## src/rtl/kbd_pkg.sv

```systemverilog
// Shared definitions for the 4x4 matrix keypad scanner: FSM states,
// key map, row drive patterns and small column-decode helpers.
package kbd_pkg;

  typedef enum logic [1:0] {
    ST_SCAN,
    ST_DEBOUNCE,
    ST_HOLD,
    ST_RELEASE
  } state_t;

  // Key map indexed by {row, col}; element 0 is row 0 / column 0.
  // Row 3 carries '*' as E and '#' as F.
  localparam logic [15:0][3:0] KEY_MAP = {
    4'hD, 4'hF, 4'h0, 4'hE,   // row 3: c3..c0
    4'hC, 4'h9, 4'h8, 4'h7,   // row 2
    4'hB, 4'h6, 4'h5, 4'h4,   // row 1
    4'hA, 4'h3, 4'h2, 4'h1    // row 0
  };

  // Active-low one-hot row drive, indexed by row number.
  localparam logic [3:0][3:0] ROW_ONEHOT = {
    4'b0111, 4'b1011, 4'b1101, 4'b1110
  };

  localparam logic [3:0] COL_IDLE = 4'b1111;

  // Exactly one column pulled low.
  function automatic logic is_one_key(input logic [3:0] col);
    return ($countones(~col) == 1);
  endfunction

  // Column number of a single-low column pattern.
  function automatic logic [1:0] col_index(input logic [3:0] col);
    case (col)
      4'b1110: return 2'd0;
      4'b1101: return 2'd1;
      4'b1011: return 2'd2;
      4'b0111: return 2'd3;
      default: return 2'd0;
    endcase
  endfunction

  function automatic logic [3:0] map_key(input logic [1:0] r, input logic [1:0] c);
    return KEY_MAP[{r, c}];
  endfunction

endpackage

```

## src/rtl/sync_2ff.sv

```systemverilog
// Two-flop synchronizer for asynchronous level inputs; resets to all ones
// so an idle (active-low) bus reads as released straight out of reset.
module sync_2ff #(
  parameter int WIDTH = 4
) (
  input  logic             clk,
  input  logic             rst,
  input  logic [WIDTH-1:0] d,
  output logic [WIDTH-1:0] q
);

  logic [WIDTH-1:0] meta;

  // Shift the input through two stages to settle metastability.
  always_ff @(posedge clk) begin
    if (rst) begin
      meta <= '1;
      q    <= '1;
    end else begin
      // NOTE: non-blocking so both stages sample pre-edge values; blocking here would collapse the chain to one flop.
      meta <= d;
      q    <= meta;
    end
  end

endmodule

```

## src/rtl/keypad_scanner.sv

```systemverilog
// 4x4 keypad scanner: rotates an active-low row drive, debounces a single
// pressed key, emits one code per press on a valid/ready handshake and
// waits for a debounced release before scanning again.
module keypad_scanner
  import kbd_pkg::*;
#(
  parameter int SCAN_TICKS     = 4,
  parameter int DEBOUNCE_TICKS = 10
) (
  input  logic       clk,
  input  logic       rst,
  input  logic [3:0] column,
  output logic [3:0] row,
  output logic [3:0] key_code,
  output logic       key_valid,
  input  logic       key_ready
);

  localparam int SW = (SCAN_TICKS > 1) ? $clog2(SCAN_TICKS) : 1;
  localparam int DW = $clog2(DEBOUNCE_TICKS + 1);
  localparam logic [SW-1:0] SCAN_LAST = SW'(SCAN_TICKS - 1);
  localparam logic [DW-1:0] DB_DONE   = DW'(DEBOUNCE_TICKS);

  logic [3:0]    col_s;
  state_t        state;
  logic [1:0]    row_idx;
  logic [1:0]    row_idx_q1;
  logic [1:0]    row_idx_q2;
  logic [SW-1:0] scan_cnt;
  logic [DW-1:0] db_cnt;
  logic [DW-1:0] db_next;
  logic [1:0]    key_row;
  logic [3:0]    key_col;

  logic col_one;
  logic col_idle;
  logic settled;
  logic slot_free;

  sync_2ff #(.WIDTH(4)) u_col_sync (
    .clk (clk),
    .rst (rst),
    .d   (column),
    .q   (col_s)
  );

  assign col_one   = is_one_key(col_s);
  assign col_idle  = (col_s == COL_IDLE);
  // col_s lags the row drive by the synchronizer depth; only trust it once
  // the row index seen two cycles ago matches the row driven now.
  assign settled   = (row_idx_q2 == row_idx);
  // A consume in the same cycle frees the slot, so a new key may load.
  assign slot_free = !key_valid || key_ready;
  // Saturating increment of the debounce counter.
  assign db_next   = (db_cnt == DB_DONE) ? db_cnt : db_cnt + 1'b1;

  // Delay line of the driven row index, aligned with the column synchronizer.
  always_ff @(posedge clk) begin
    if (rst) begin
      row_idx_q1 <= 2'd0;
      row_idx_q2 <= 2'd0;
    end else begin
      row_idx_q1 <= row_idx;
      row_idx_q2 <= row_idx_q1;
    end
  end

  // Scan / debounce / hold / release FSM with registered row and key outputs.
  always_ff @(posedge clk) begin
    if (rst) begin
      state     <= ST_SCAN;
      row       <= ROW_ONEHOT[0];
      row_idx   <= 2'd0;
      scan_cnt  <= '0;
      db_cnt    <= '0;
      key_row   <= 2'd0;
      key_col   <= COL_IDLE;
      key_code  <= 4'h0;
      key_valid <= 1'b0;
    end else begin
      if (key_valid && key_ready) key_valid <= 1'b0;

      case (state)
        ST_SCAN: begin
          if (settled && col_one) begin
            key_row <= row_idx;
            key_col <= col_s;
            db_cnt  <= '0;
            state   <= ST_DEBOUNCE;
          end else if (scan_cnt == SCAN_LAST) begin
            scan_cnt <= '0;
            row_idx  <= row_idx + 2'd1;
            row      <= ROW_ONEHOT[row_idx + 2'd1];
          end else begin
            scan_cnt <= scan_cnt + 1'b1;
          end
        end

        ST_DEBOUNCE: begin
          if (col_s != key_col) begin
            state <= ST_SCAN;
          end else begin
            db_cnt <= db_next;
            if (db_next == DB_DONE) begin
              state <= ST_HOLD;
              if (slot_free) begin
                key_code  <= map_key(key_row, col_index(key_col));
                key_valid <= 1'b1;
              end
            end
          end
        end

        ST_HOLD: begin
          if (col_idle) begin
            db_cnt <= '0;
            state  <= ST_RELEASE;
          end
        end

        ST_RELEASE: begin
          if (!col_idle) begin
            state <= ST_HOLD;
          end else begin
            db_cnt <= db_next;
            if (db_next == DB_DONE) begin
              state    <= ST_SCAN;
              scan_cnt <= '0;
              row_idx  <= row_idx + 2'd1;
              row      <= ROW_ONEHOT[row_idx + 2'd1];
            end
          end
        end

        default: state <= ST_SCAN;
      endcase
    end
  end

endmodule

```

## config.mk

```make
export PLATFORM = sky130hd
export DESIGN_NAME = keypad_scanner
export DESIGN_NICKNAME = d
export VERILOG_FILES = /design/src/rtl/kbd_pkg.sv /design/src/rtl/sync_2ff.sv /design/src/rtl/keypad_scanner.sv
export SDC_FILE = /design/constraint.sdc
export NUM_CORES = 1
export LEC_CHECK = 0
export CAP_MARGIN = 40
export CORE_ASPECT_RATIO = 0.9
export CORE_UTILIZATION = 29
export DETAILED_ROUTE_END_ITERATION = 6
export HOLD_SLACK_MARGIN = 0.12
export MAX_ROUTING_LAYER = met4
export REMOVE_ABC_BUFFERS = 1
export SKIP_CTS_REPAIR_TIMING = 1
export SYNTH_ARGS = -nofsm -noshare
export SYNTH_HDL_FRONTEND = slang
export SYNTH_SLANG_ARGS = --single-unit
export TNS_END_PERCENT = 10
```

## constraint.sdc

```tcl
create_clock -name clk -period 6 [get_ports clk]
set_input_delay 1.8 -clock clk [delete_from_list [all_inputs] [get_ports clk]]
set_output_delay 1.8 -clock clk [all_outputs]
set_load 0.01 [all_outputs]
```

### Wires at chosen ports, followed through buffers, run 1

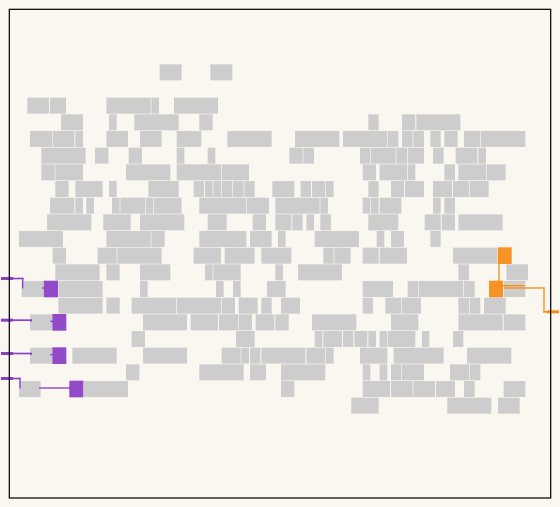
- key_ready: orange (bits 1; direction input; end cells 2; buffers 1; wire 21.1 um)
- column: purple (bits 4; direction input; end cells 4; buffers 4; wire 18.6 um)

### Wiring heat map, run 1

18 x 16 tiles, from black (low) to pale yellow (high), scaled to the fullest tile. Values are wire area over tile area, all layers added.
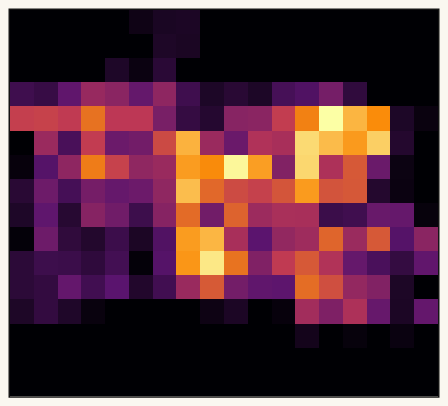
- tiles over half the peak: 16%
- densest ninth of the die: middle
- emptiest ninth of the die: bottom left
- nearly empty tiles: 40%
- mean over tiles: 0.074
- fullest tile: 0.35

### Placement view, run 1

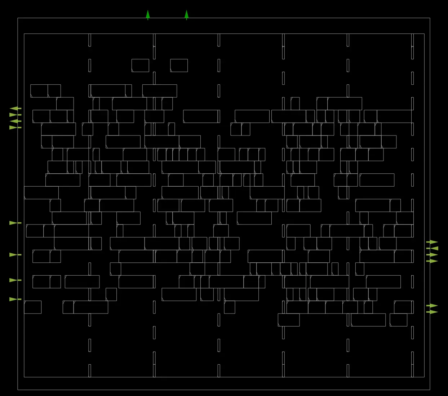
fill cell count: 670
n_taps: 87

==> flow_metrics.env, run 1 <==
# flow metrics
export IMPL_fp_util_pct=30.82
export IMPL_p_sw_uw=157.6
export IMPL_std_cell_rows=27
export IMPL_cts_tree="yes"
export IMPL_antenna_left=0
export IMPL_combPwrFrac_pct=19.5
export IMPL_max_stage_delay_ps=590
export IMPL_placed_area_sq_mm=0.002168
export IMPL_critPathCaptureType="flop"
export IMPL_grt_usage_pct=11.13
export IMPL_drtPass1Iterations=4
export IMPL_synth_seq_share_pct=38.24
export IMPL_synthArstFlopShare_pct=0
export IMPL_dominant_cells="combinational gates"
export IMPL_die_area_sq_mm=0.007010
export IMPL_vias=1399
export IMPL_comb_area_sq_mm=0.001127
export IMPL_most_common_layout_cells="dfxtp_1, nor2_1, ha_1, clkdlybuf4s50_1"
export IMPL_rsz0062_at_grt="false"
export IMPL_yosysTopAreaCell="dfxtp_1"
export IMPL_p_clk_uw=165
export IMPL_p_int_uw=389.7
export IMPL_setup_worst_path_start="u_col_sync.q[0]"
export IMPL_timing_rr_end="row[0]"
export IMPL_hold_slack_ps=409.8
export IMPL_design_core_area_sq_mm=0.006284
export IMPL_setup_viol=0
export IMPL_htreeDepth=2
export IMPL_nClkBuffers=6
export IMPL_p_total_uw=547.3
export IMPL_synth_simple_area_share_pct=22.03
export IMPL_layout_setup_ws_ps=2627
export IMPL_sh_seq_area_pct=32.91
export IMPL_buffer_area_share_pct=7.004
export IMPL_crit_top_cell="ha_1"
export IMPL_logic_gate_count=151
export IMPL_ys_flop_type="dfxtp_1"
export IMPL_min_delay_start="u_col_sync.meta[1]"
export IMPL_top_cell="dfxtp_1"
export IMPL_fp_dieW_um=88.15
export IMPL_finalCritPeriodShare_pct=56.22
export IMPL_syn_area_sq_mm=0.001937
export IMPL_buffers_excl_clock=16
export IMPL_cp_arrival_ps=3550
export IMPL_power_density_mw_per_mm2=243.2
export IMPL_drc=0
export IMPL_synthTopLogicFamily="simple AND/OR/NAND/NOR gates"
export IMPL_pg_comb_uw=107
export IMPL_portBuffers=15
export IMPL_die_h_um=79.53
export IMPL_hold_class="reg -> reg"
export IMPL_slew_headroom_pct=48.57
export IMPL_grt_pass1_wl_um=5906
export IMPL_tightest_slew_ps=765.8
export IMPL_finalMaxSlewViolations=0
export IMPL_top_level_ports=16
export IMPL_crit_family="simple AND/OR/NAND/NOR gates"
export IMPL_use_met1_pct=15.05
export IMPL_avgSynthCellArea_sq_um=9.402
export IMPL_min_path_cells=1
export IMPL_warnings=34
export IMPL_crit_type="reg -> reg"
export IMPL_synth_edff_count=0
export IMPL_wl_per_cell_um=10.90
export IMPL_antenna_cells=0
export IMPL_clkCellAreaFrac_pct=3.669
export IMPL_antenna_found_initial=0
export IMPL_ys_sh_xor_pct=3.618
export IMPL_min_to="u_col_sync.q[1]"
export IMPL_place_hpwl_um=2337
export IMPL_tns_ps=0
export IMPL_top_layer="met4"
export IMPL_top_cell_area_share_pct=38.24
export IMPL_yosysCellCount=206
export IMPL_yosysChipArea_sq_mm=0.001937
export IMPL_finalHoldViolations=0
export IMPL_required_ps=6170
export IMPL_grt_max_degree=42
export IMPL_leakage_uw=0.0009170
export IMPL_drt_initial_drc_count=64
export IMPL_status="finished, final reports clean"
export IMPL_area_leaders="dfxtp_1, ha_1, mux2i_1"
export IMPL_ys_sh_aoi_pct=13.70
export IMPL_crit_buf_inv=1
export IMPL_comb_area_share_pct=50.08
--- run 2 (diff from run 1) ---
==> constraint.sdc (replaced) <==
create_clock -name clk -period 3.5 [get_ports clk]
set_input_delay 1.05 -clock clk [delete_from_list [all_inputs] [get_ports clk]]
set_output_delay 1.05 -clock clk [all_outputs]
set_load 0.01 [all_outputs]
==> flow_metrics.env, run 2 <==
# flow metrics
export IMPL_max_stage_delay_ps=550
export IMPL_taps=87
export IMPL_p_sw_uw=290.4
export IMPL_fmax_ghz=0.3421
export IMPL_yosysTopAreaCell="dfxtp_1"
export IMPL_fp_dieW_um=88.15
export IMPL_synthArstFlopShare_pct=0
export IMPL_timing_rr_end="row_idx[1]"
export IMPL_seq_area_sq_um=740.7
export IMPL_p_total_uw=1037
export IMPL_buffers_excl_clock=18
export IMPL_combPwrFrac_pct=18.1
export IMPL_finalMaxSlewViolations=0
export IMPL_logic_gate_count=151
export IMPL_hold_slack_ps=411.1
export IMPL_critPathLaunchType="flop"
export IMPL_p_clk_uw=377
export IMPL_setup_viol=0
export IMPL_dp_cells=302
export IMPL_finalCritPeriodShare_pct=83.52
export IMPL_sh_seq_area_pct=32.23
export IMPL_yosysCellCount=206
export IMPL_tightest_slew_ps=730.3
export IMPL_p_int_uw=746.5
export IMPL_crit_chain="fa_1 > inv_1 > ha_1 > ha_1 > or4b_4 > nor4_4 > nor3_2 > a22oi_4 > mux2_2"
export IMPL_area_leaders="dfxtp_1, ha_1, mux2i_1"
export IMPL_cap_violations=0
export IMPL_grt_use_met2_pct=16.82
export IMPL_nNonClkInverters=9
export IMPL_rsz0062_at_grt="false"
export IMPL_grt_usage_pct=11.38
export IMPL_syn_to_final_growth_pct=18.67
export IMPL_top_layer="met4"
export IMPL_slew_headroom_pct=51.16
export IMPL_antenna_found_initial=0
export IMPL_dpl_worst_slack_ps=572.8
export IMPL_setup_worst_path_start="u_col_sync.q[0]"
export IMPL_grt_overflow=0
export IMPL_tns_ps=0
export IMPL_layout_nets=245
export IMPL_htreeDepth=2
export IMPL_drtPass1Iterations=4
export IMPL_crit_buf_inv=1
export IMPL_ys_types=41
export IMPL_drive_gt1_share_pct=13.45
export IMPL_synthTopLogicFamily="simple AND/OR/NAND/NOR gates"
export IMPL_drt_initial_drc_count=45
export IMPL_critPathMaxFanout=6
export IMPL_die_h_um=79.53
export IMPL_required_ps=3690
export IMPL_synth_edff_count=0
export IMPL_synth_flops=37
export IMPL_place_hpwl_um=2544
export IMPL_crit_family="adder cells"
export IMPL_use_met1_pct=13.99
export IMPL_portBuffers=15
export IMPL_via_per_inst=4.694
export IMPL_ir_drop_mv=0.1912
export IMPL_min_path_cells=1
export IMPL_clock_latency_ps=290
export IMPL_reg2reg_from="u_col_sync.q[0]"
export IMPL_comb_area_share_pct=49.05
export IMPL_crit_type="reg -> reg"
export IMPL_top_level_ports=16
export IMPL_lay_top_count="dfxtp_1"
export IMPL_r2r_slack_ps=580
export IMPL_ys_sh_aoi_pct=13.70
export IMPL_comb_area_sq_mm=0.001127
export IMPL_nClkBuffers=5
export IMPL_crit_top_cell="ha_1"
export IMPL_wl_per_cell_um=11.18
export IMPL_antenna_left=0
export IMPL_grt_pass1_wl_um=5934
export IMPL_fp_util_pct=30.82
export IMPL_clkCellAreaFrac_pct=5.008
export IMPL_design_core_area_sq_mm=0.006284
export IMPL_min_to="u_col_sync.q[2]"
export IMPL_cts_tree="yes"
export IMPL_status="finished, final reports clean"
export IMPL_top_cell="dfxtp_1"
export IMPL_placed_area_sq_mm=0.002183
export IMPL_cts_root_buffer_cell="clkbuf_8"
export IMPL_top_cell_area_share_pct=38.24
export IMPL_most_common_layout_cells="dfxtp_1, nor2_1, ha_1, clkdlybuf4s50_1"
export IMPL_die_area_sq_mm=0.007010
export IMPL_yosys_warnings=0
export IMPL_wl_met3_um=148
export IMPL_hold_class="reg -> reg"
export IMPL_min_delay_start="u_col_sync.meta[2]"
export IMPL_grt_max_degree=25
export IMPL_leakage_uw=0.0009364
export IMPL_buffer_area_share_pct=7.512
export IMPL_ys_sh_xor_pct=3.618
export IMPL_slowest_stage="fa_1"
export IMPL_critPathCaptureType="flop"
export IMPL_finalHoldViolations=0
export IMPL_vias=1455
export IMPL_gr_usage_met3_pct=4.654
export IMPL_busiest_layer="met2"
export IMPL_drc=0
export IMPL_cts_path_max_buffers=2
export IMPL_dominant_cells="combinational gates"
export IMPL_synth_seq_share_pct=38.24
export IMPL_layout_setup_ws_ps=576.8
export IMPL_warnings=34
export IMPL_power_density_mw_per_mm2=451.1
export IMPL_cp_arrival_ps=3110
export IMPL_antenna_cells=0
export IMPL_synth_simple_area_share_pct=22.03
export IMPL_clkTransAtPathRegs_ps=80
export IMPL_pg_comb_uw=187
export IMPL_path_depth=9
export IMPL_ys_flop_type="dfxtp_1"
export IMPL_avgSynthCellArea_sq_um=9.402
export IMPL_yosysChipArea_sq_mm=0.001937
export IMPL_syn_area_sq_mm=0.001937
### Placement view, run 2

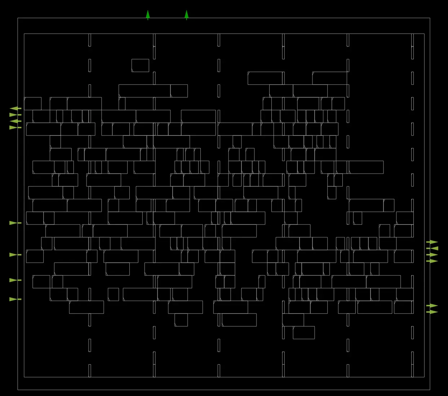
flip-flops: 37
fill cell count: 673
std cell rows: 27

### Cell density map, run 2

9 x 8 tiles, from black (low) to pale yellow (high), 0 to 100% covered.
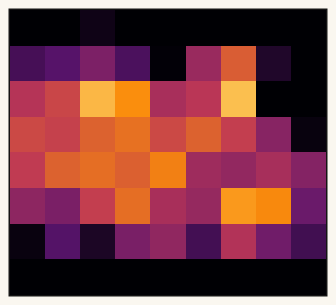
- mean over tiles: 31%
- nearly empty tiles: 29%
- tiles over 75% full: 5.6%
- fullest tile: 86%

### M3 wires, run 2

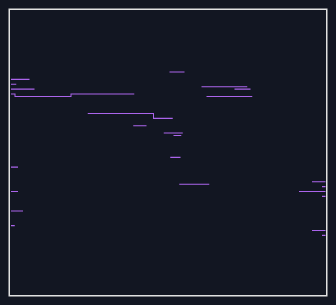
- longest straight run: 18.2 um
- share of all routed wire: 4.3%
- nets with wire on the layer: 19
- wire length on this layer: 149 um

